**Nets reached from selected ports**

Drawn at 4 px/um.
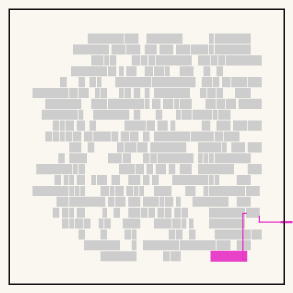
**Ports around the boundary**

Drawn at 6 px/um. Pins as bars across the die edge, other pins in grey.
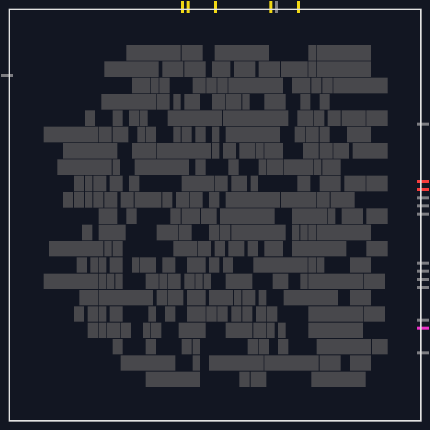
**Routed metal, one colour a layer**

Drawn at 4 px/um. Only two layers are drawn.
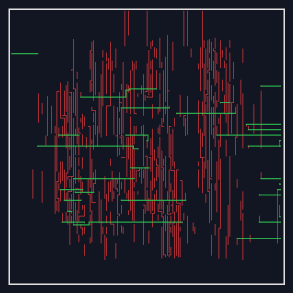
**The metal 2 layer**

Drawn at 6 px/um.
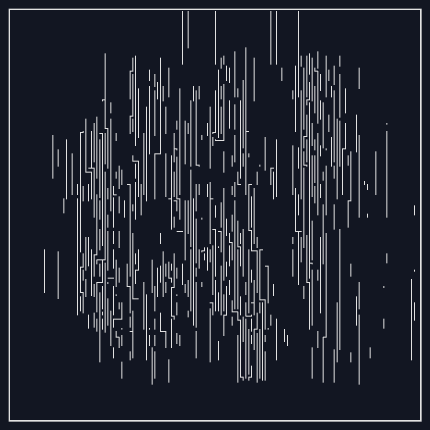
Design phase_sequencer, sky130hd; sources not shown.
==> impl_metrics.yaml <==
# yosys + openroad results
synthesis:
  post_synth_instance_area_um2: 1910
  enable_flop_cells: 0
  synth_top_cell_by_count: "sky130_fd_sc_hd__dfrtp_1"
  postSynth.asyncResetShare: 1.00
  synth.distinct_cells: 46
  yosys-top-cells-count: "34 x sky130_fd_sc_hd__dfrtp_1, 24 x sky130_fd_sc_hd__o21ai_0, 22 x sky130_fd_sc_hd__nand2_1"
  ys_cells: 208
pwr:
  power.largest_group: "sequential cells"
  vdd_drop_max_mv: 0.363
  report.power.total_mw: 1.51
  combinationalPower_uw: 436
worst_setup_path:
  critPathRequiredTime_ps: 2850
  cp_slowest_cell: "sky130_fd_sc_hd__dfrtp_1"
  cp_data_arrival_time_ps: 2500
  reg_to_reg_setup_timing_slack_ps: 350
  crit_path_cell_trace: "ha_1, and3_1, nand2_1, nor3_1, a31oi_1, o21ai_1, o21ai_1"
  crit_path_frequent_cell: "sky130_fd_sc_hd__o21ai_1"
  critical_path.top_delay_family: "simple AND/OR/NAND/NOR gates"
  rr_worst_depth: 7
layout:
  stdcell_count: 274
  flop_count: 34
  share_of_layout_cells_above_drive_strength_1: 0.132
  num_antenna_cells: 0
  nNetsFinal: 237
  fillerInstances: 281
  number_of_flip_flops_under_the_largest_register_name: 16
  area.share.combinational: 0.453
global_route:
  grt_pass1_vias: 1552
  grt_start_max_net_pins: 35
final_timing:
  finalSetupTns_ps: 0
  timing.final.hold_violations: 0
  holdWs_ps: 301
  setup_viol: 0
clock_network:
  clk_pin_slew_worst_paths_ps: 120
  postCtsResizedCells: 0
  inserted_clock_buffers: 5
  postCtsHoldBufs: 0
run_status:
  outcome: "completed"
detailed_routing:
  met1Wirelength_um: 1890
  wire_per_inst_um: 15.5
flow_run:
  warning_count: 27
placement:
  post_dp_cell_area_um2: 2130
  gpl.final_weighted_congestion: 0.873
floorplan:
  coreArea_um2: 3310
Notes on 'nets reached from selected ports' above:
- magenta: `dctc_start` (bits 1; direction output; edge right; end cells 1; buffers 1; wire 20.2 um)
Port-buffer cells: 19
I/O pin count: 20

Notes on 'ports around the boundary' above:
- red: `state` (pins 2; direction input; edge right)
- magenta: `dctc_start` (pins 1; direction output; edge right)
- yellow: `mcmc_iter_cnt` (pins 5; direction output; edge top)
- all pins by edge: 13 right, 6 top, 1 left
Die Ht: 68.4 um
Die W: 68.4 um

Notes on 'routed metal, one colour a layer' above:
- red: met2 (wire length 2,070 um)
- green: met3 (wire length 252 um)
overall routed net length: 4260 um
gr usage total: 0.206

Notes on 'the metal 2 layer' above:
- wire length on this layer: 2,070 um
- share of all routed wire: 49%
- nets with wire on the layer: 213
total via count in the routed design: 1,685
global routing usage on met2: 0.342

[cells by family after synthesis]
kind of cell	synth area share
and+or+nand+nor	0.251
AOI/OAI and AO/OA	0.196
DFF	0.446
buffers and inverters	0.0308
muxes	0.0295
xor gates and xnor gates	0.0262
adders and majority gates	0.0197
[placed cells by master, fill, tap and decap left out, drive strengths merged, types with 2 or more instances in the layout]
cell           count
buf                3
and2               3
mux2               5
a21oi              9
nand3b             3
and3               2
clkbuf             5
or2                2
o41ai              3
xnor2              4
nand4b             2
nand3              8
ha                 3
nor2              20
dfrtp             34
nor2b              2
nand4              8
clkdlybuf4s50     19
o21ai             35
nand2b             3
nor3               4
a22o               2
nor3b              2
nand2             23
clkinv             2
o31ai              2
inv                2
a31oi              6
No activity file was given, so power comes from the tool's default toggle rates.
